### src/rtl/msg_process_ctrl_if.sv
// msg_process_ctrl_if
// Bundles every signal between the message requesters, the datapath and the
// msg_process_ctrl controller.
//   req0/msg0, req1/msg1 : requester level requests and their 5-bit messages
//   abort, co2           : transmission abort and datapath frame-complete carry
//   ld, en, dp_clr, msg  : datapath load strobe, shift enable, counter clear, message
//   ack0, ack1           : one-cycle grant pulses back to the requesters
//   busy, done           : transaction in progress / normal completion pulse
// master = environment (requesters + datapath), slave = the controller.
interface msg_process_ctrl_if #(
   parameter int MSG_W = 5
);
   logic             req0;
   logic [MSG_W-1:0] msg0;
   logic             req1;
   logic [MSG_W-1:0] msg1;
   logic             abort;
   logic             co2;
   logic             ld;
   logic             en;
   logic             dp_clr;
   logic [MSG_W-1:0] msg;
   logic             ack0;
   logic             ack1;
   logic             busy;
   logic             done;

   modport master (
      output req0, msg0, req1, msg1, abort, co2,
      input  ld, en, dp_clr, msg, ack0, ack1, busy, done
   );

   modport slave (
      input  req0, msg0, req1, msg1, abort, co2,
      output ld, en, dp_clr, msg, ack0, ack1, busy, done
   );
endinterface

### src/rtl/msg_process_ctrl.sv
// msg_process_ctrl
// Round-robin arbiter and controller for the modulation message datapath.
// Accepts a message from one of two requesters, loads it into the datapath,
// enables serialisation until the frame-complete carry, then reports done.
// Ports:
//   clk  : system clock, rising edge
//   rst  : asynchronous active-high reset
//   bus  : msg_process_ctrl_if slave modport (requests, datapath controls, status)
module msg_process_ctrl #(
   parameter int MSG_W = 5
) (
   input  logic               clk,
   input  logic               rst,
   msg_process_ctrl_if.slave  bus
);

   typedef enum logic [1:0] {
      IDLE = 2'd0,
      LOAD = 2'd1,
      SEND = 2'd2,
      DONE = 2'd3
   } state_t;

   state_t           state;
   logic             last;
   logic             winner;
   logic [MSG_W-1:0] msg_reg;
   logic             pick;
   logic [MSG_W-1:0] pick_msg;

   // Arbitration decision for the current IDLE cycle: a lone requester wins,
   // on a tie the requester that did not win last time gets the grant.
   always_comb begin
      pick = bus.req1;
      if (bus.req0 && bus.req1) begin
         pick = ~last;
      end
      pick_msg = pick ? bus.msg1 : bus.msg0;
   end

   // Single FSM process. Every output is a register written together with the
   // next state, so each output reflects the state being entered. Strobes
   // default to 0 each cycle and are only raised for the state being entered.
   // The round-robin pointer moves only when SEND is left (done or abort), so
   // an abort during LOAD leaves the arbitration order unchanged.
   always_ff @(posedge clk or posedge rst) begin
      if (rst) begin
         state      <= IDLE;
         last       <= 1'b1;
         winner     <= 1'b0;
         msg_reg    <= '0;
         bus.ld     <= 1'b0;
         bus.en     <= 1'b0;
         bus.dp_clr <= 1'b0;
         bus.msg    <= '0;
         bus.ack0   <= 1'b0;
         bus.ack1   <= 1'b0;
         bus.busy   <= 1'b0;
         bus.done   <= 1'b0;
      end else begin
         bus.ld     <= 1'b0;
         bus.en     <= 1'b0;
         bus.dp_clr <= 1'b0;
         bus.msg    <= '0;
         bus.ack0   <= 1'b0;
         bus.ack1   <= 1'b0;
         bus.busy   <= 1'b0;
         bus.done   <= 1'b0;
         case (state)
            IDLE: begin
               if (bus.req0 || bus.req1) begin
                  state      <= LOAD;
                  winner     <= pick;
                  msg_reg    <= pick_msg;
                  bus.ld     <= 1'b1;
                  bus.dp_clr <= 1'b1;
                  bus.msg    <= pick_msg;
                  bus.ack0   <= ~pick;
                  bus.ack1   <= pick;
                  bus.busy   <= 1'b1;
               end
            end
            LOAD: begin
               if (bus.abort) begin
                  state      <= IDLE;
                  bus.dp_clr <= 1'b1;
               end else begin
                  state    <= SEND;
                  bus.en   <= 1'b1;
                  bus.busy <= 1'b1;
                  bus.msg  <= msg_reg;
               end
            end
            SEND: begin
               // abort takes priority over a coincident co2
               if (bus.abort) begin
                  state      <= IDLE;
                  last       <= winner;
                  bus.dp_clr <= 1'b1;
               end else if (bus.co2) begin
                  state    <= DONE;
                  last     <= winner;
                  bus.done <= 1'b1;
               end else begin
                  bus.en   <= 1'b1;
                  bus.busy <= 1'b1;
                  bus.msg  <= msg_reg;
               end
            end
            DONE: begin
               state <= IDLE;
            end
            default: begin
               state <= IDLE;
            end
         endcase
      end
   end

endmodule

### src/flat_wrapper.sv
// flat-port wrapper written by rule: the top's interface ports become plain ports
module msg_process_ctrl_flat 
#(
   parameter int MSG_W = 5
)
  (clk, rst, bus_req0, bus_msg0, bus_req1, bus_msg1, bus_abort, bus_co2, bus_ld, bus_en, bus_dp_clr, bus_msg, bus_ack0, bus_ack1, bus_busy, bus_done);
  msg_process_ctrl_if #(.MSG_W(MSG_W)) bus_i ();
  input  logic clk;
  input  logic rst;
  input wire logic [$bits(bus_i.req0)-1:0] bus_req0;
  input wire logic [$bits(bus_i.msg0)-1:0] bus_msg0;
  input wire logic [$bits(bus_i.req1)-1:0] bus_req1;
  input wire logic [$bits(bus_i.msg1)-1:0] bus_msg1;
  input wire logic [$bits(bus_i.abort)-1:0] bus_abort;
  input wire logic [$bits(bus_i.co2)-1:0] bus_co2;
  output wire logic [$bits(bus_i.ld)-1:0] bus_ld;
  output wire logic [$bits(bus_i.en)-1:0] bus_en;
  output wire logic [$bits(bus_i.dp_clr)-1:0] bus_dp_clr;
  output wire logic [$bits(bus_i.msg)-1:0] bus_msg;
  output wire logic [$bits(bus_i.ack0)-1:0] bus_ack0;
  output wire logic [$bits(bus_i.ack1)-1:0] bus_ack1;
  output wire logic [$bits(bus_i.busy)-1:0] bus_busy;
  output wire logic [$bits(bus_i.done)-1:0] bus_done;
  assign bus_i.req0 = bus_req0;
  assign bus_i.msg0 = bus_msg0;
  assign bus_i.req1 = bus_req1;
  assign bus_i.msg1 = bus_msg1;
  assign bus_i.abort = bus_abort;
  assign bus_i.co2 = bus_co2;
  assign bus_ld = bus_i.ld;
  assign bus_en = bus_i.en;
  assign bus_dp_clr = bus_i.dp_clr;
  assign bus_msg = bus_i.msg;
  assign bus_ack0 = bus_i.ack0;
  assign bus_ack1 = bus_i.ack1;
  assign bus_busy = bus_i.busy;
  assign bus_done = bus_i.done;
  msg_process_ctrl #(.MSG_W(MSG_W)) u_core (.clk(clk), .rst(rst), .bus(bus_i));
endmodule
### config.mk
export PLATFORM = sky130hd
export DESIGN_NAME = msg_process_ctrl_flat
export DESIGN_NICKNAME = d
export VERILOG_FILES = /design/src/rtl/msg_process_ctrl_if.sv /design/src/rtl/msg_process_ctrl.sv /design/src/flat_wrapper.sv
export SDC_FILE = /design/constraint.sdc
export NUM_CORES = 1
export LEC_CHECK = 0
export CORE_ASPECT_RATIO = 0.75
export CORE_MARGIN = 2
export CORE_UTILIZATION = 53
export DETAILED_ROUTE_END_ITERATION = 6
export DONT_BUFFER_PORTS = 1
export PLACE_DENSITY = 0.71
export SYNTH_ARGS = -nofsm -noshare
export SYNTH_HDL_FRONTEND = slang
export SYNTH_SLANG_ARGS = --single-unit
### constraint.sdc
create_clock -name clk -period 1.2 [get_ports clk]
set_input_delay 0.12 -clock clk [delete_from_list [all_inputs] [get_ports clk]]
set_output_delay 0.12 -clock clk [all_outputs]
set_load 0.01 [all_outputs]
==> images/density.png <==
Scale: 6 px per um. 10 x 8 tiles, from white (low) to dark blue (high), 0 to 100% covered.
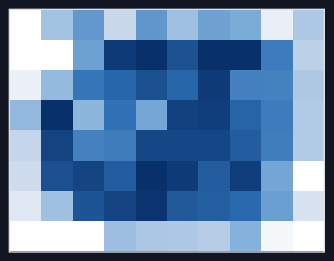
- densest ninth of the die: centre
- fullest tile: 100%
- nearly empty tiles: 10%
- emptiest ninth of the die: upper left

==> images/pdn.png <==
Scale: 10 px per um. Pins as bars on the die edge.
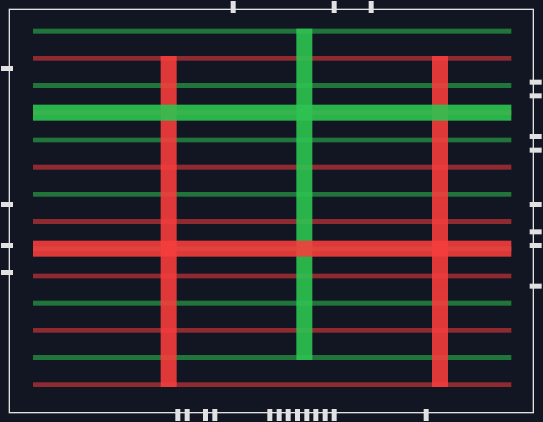
- green: VDD
- red: VSS
- met4 straps: 3
- rows: 13
- met1 rails: 14

==> images/metal_stack.png <==
Scale: 12 px per um. Only two layers are drawn.
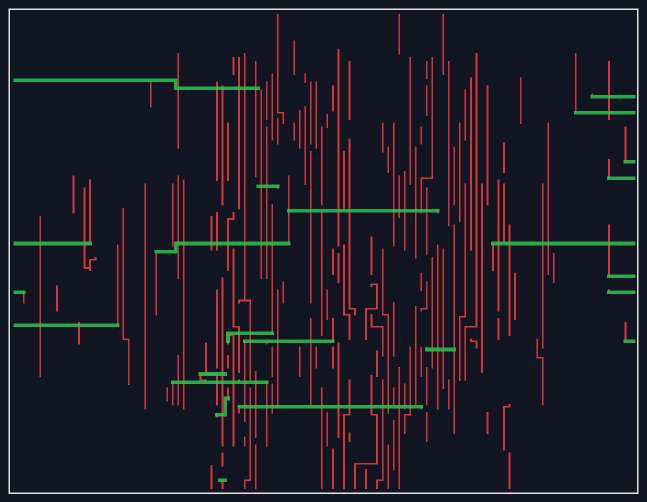
- green: met3 (wire length 131 um)
- red: met2 (wire length 997 um)

==> images/clock_map.png <==
Scale: 12 px per um.
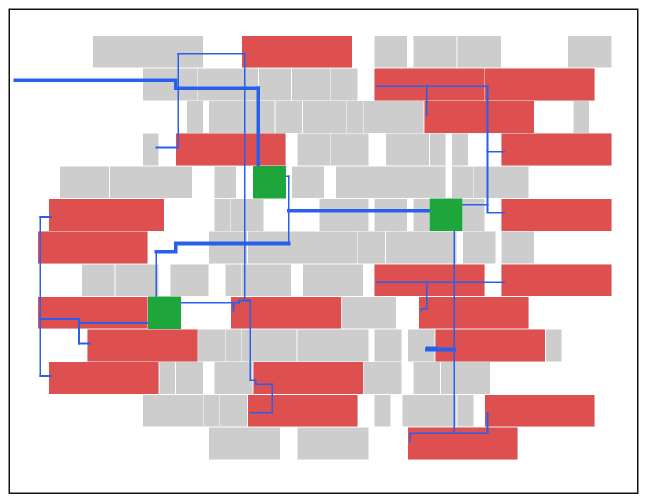
- blue: clock wires (length 224 um)
- green: cells driving clock nets (count 3)
- red: flip-flops (count 21)
- routed clock nets: 4
- flops lie: all over the die

==> images/final_congestion.png <==
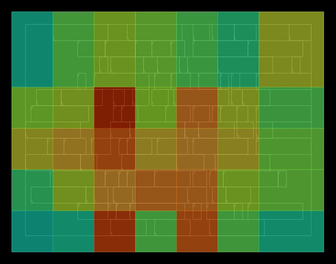
Routed WL per cell: 18.39 um
GR peak layer: met2

placed cells by master (no fill, tap or decap), drive strengths merged, types with 3 or more instances in the layout:
cell and n:
dfrtp 20, inv 12, o22ai 10, buf 9
dlygate4sd3 5, a32oi 5, ha 4, clkbuf 4
nor2 3, o21ai 3
synthesized netlist by cell type, types with 2 or more instances:
cell type  count
a21oi_1        2
a32oi_1        4
dfrtp_1       20
ha_1           4
inv_1         12
nor2_1         3
nor2b_1        2
o22ai_1        9
logic make-up (layout without fill, tap and decap cells):
group	count (synthesis)	after routing	synth area share (%)
buffers and inverters	13	30	6.081
AND/OR/NAND/NOR	11	11	6.893
AND-OR/OR-AND	26	26	22.43
adder cells (fa/ha/maj)	4	4	5.406
multiplexers	2	2	2.297
flip-flops	21	21	56.89
==> flow_summary.yaml <==
# physical design summary
layout:
  clk_share_pct: 2.152
  final_area_sq_um: 1221
  syn2layout_area_growth_pct: 31.89
  dominant_cells: "sequential cells"
  drive_above_1_share_pct: 41.49
  fillCellCount: 114
  ff_count: 21
  num-multi-input-gates: 43
  logic_area_sq_um: 467.9
  nets: 115
  inverters: 12
  antenna_cells: 0
  num-nonclk-buffers: 14
  seq-cell-share_pct: 43.14
  sh_comb_area_pct: 38.32
  post-route-util_pct: 72.19
  clkbuf_count: 4
  final-nonclk-buf-share_pct: 10.25
  regArea_sq_um: 526.8
  fin_cells: 116
power_and_ir_drop:
  power_density_nw_per_um2: 2538
  vdd_drop_max_v: 0.001923
  intPower_mw: 1.911
  swShare_pct: 38.34
  p_clk_mw: 0.328
  pg_comb_mw: 1.49
  leakage_nw: 0.5403
  p_comb_share_pct: 48.2
  clkPwrFrac_pct: 10.6
  seq_power_mw: 1.28
  p_seq_share_pct: 41.2
  power_switching_mw: 1.188
  power-top-group: "combinational logic"
  total_power_mw: 3.099
worst_setup_path:
  worstPathRequired_ns: 1.42
  worstSetupPathType: "flip-flop to flip-flop"
  path_buffers: 1
  path_depth: 5
  path_max_fanout: 5
  worstSetupStartpointType: "flip-flop"
  critPathArrivalTime_ns: 1.53
  critPathMaxStageDelay_ns: 0.47
  setup.worst_path.end: "u_core.bus.msg[0]$_DFF_PP0_"
  cp_top_family: "flip-flops"
  crit_chain: "buf_4 -> ha_2 -> nor2_4 -> o21ai_4 -> o22ai_1"
  endpoint_kind: "flip-flop"
  reg2reg_slack_ns: -0.11
  r2r_end: "u_core.bus.msg[0]$_DFF_PP0_"
  cp_slowest_cell: "dfrtp_1"
  worst-r2r-cell-count: 5
  startpoint: "u_core.state[1]$_DFFE_PP0P_"
detailed_routing:
  drtIter0Drc: 19
  dr.pass1.iters: 4
  ant_nets: 0
  vias: 695
  drc: 0
  wl_met2_um: 996
  wl_met1_um: 989
  top_layer: "met4"
floorplan:
  io_pins: 28
  rows: 13
  core_area_sq_um: 1692
  initCoreUtil_pct: 54.73
  dieWidth_um: 52.26
  die_area_sq_um: 2101
  n_tap_cell: 22
  die_h_um: 40.20
clock_tree:
  clock_latency_ns: 0.30
  postCtsResizedCells: 12
  postCtsSetupRepairBufs: 1
  root_buffer: "clkbuf_4"
  numCtsBuffers: 3
  hold_buffers: 5
  clkTransAtPathRegs_ns: 0.11
  cts.htree.levels: 1
global_route:
  grt_pass1_vias: 638
  grt_usage_pct: 20.37
  grt_max_degree: 14
  grt_antenna_before_repair: 0
  grt-ovfl-total: 0
  grt_util_met1_pct: 27.17
  use_met3_pct: 8.955
  use_met2_pct: 31.01
  grt_pass1_wl_um: 2939
synthesis:
  ys.flops: 21
  edf_count: 0
  postSynthAreaPerCell_sq_um: 12.02
  async_flop_share_pct: 100.0
  yosysCellCount: 77
  yosysWarnings: 0
  synthFlopType: "dfrtp_1"
  area_leaders: "dfrtp_1, o22ai_1, ha_1, inv_1, a32oi_1"
  netlist-cell-type-count: 29
  yosysChipArea_sq_um: 925.9
  synth.top_cell.area_share_pct: 54.05
  fp_nets: 97
  ys_seq_share_pct: 56.89
  largest_area_cell: "dfrtp_1"
  mappedNetlistArea_sq_um: 925.9
final_timing:
  slew_headroom_pct: 76.15
  rsz0062_at_grt: "true"
  fin_setup_tns_ns: -0.8052
  min_period_ns: 1.310
  max_freq_mhz: 763.2
  hold_ws_ns: 0.01930
  finalHoldViolations: 0
  setup_slack_ns: -0.1103
  drv_slew: 0
  finalSetupViolations: 16
  fin_crit_sh_pct: 109.2
placed_design:
  placed_area_sq_um: 1018
  post-place-ws_ns: -0.06440
  routabilityCongestion: 0.7974
  dp_hpwl_um: 1299
  placed_cells: 106
hold_path:
  worstHoldStart: "bus_msg1[0]"
  whs_path_depth: 2
  min_to: "u_core.msg_reg[0]$_DFFE_PP0P_"
  hold_path.class: "primary input to flip-flop"
outcome:
  outcome: "complete, but fails checks"
  violations: "negative setup slack"
Power and IR drop assume default switching activity.
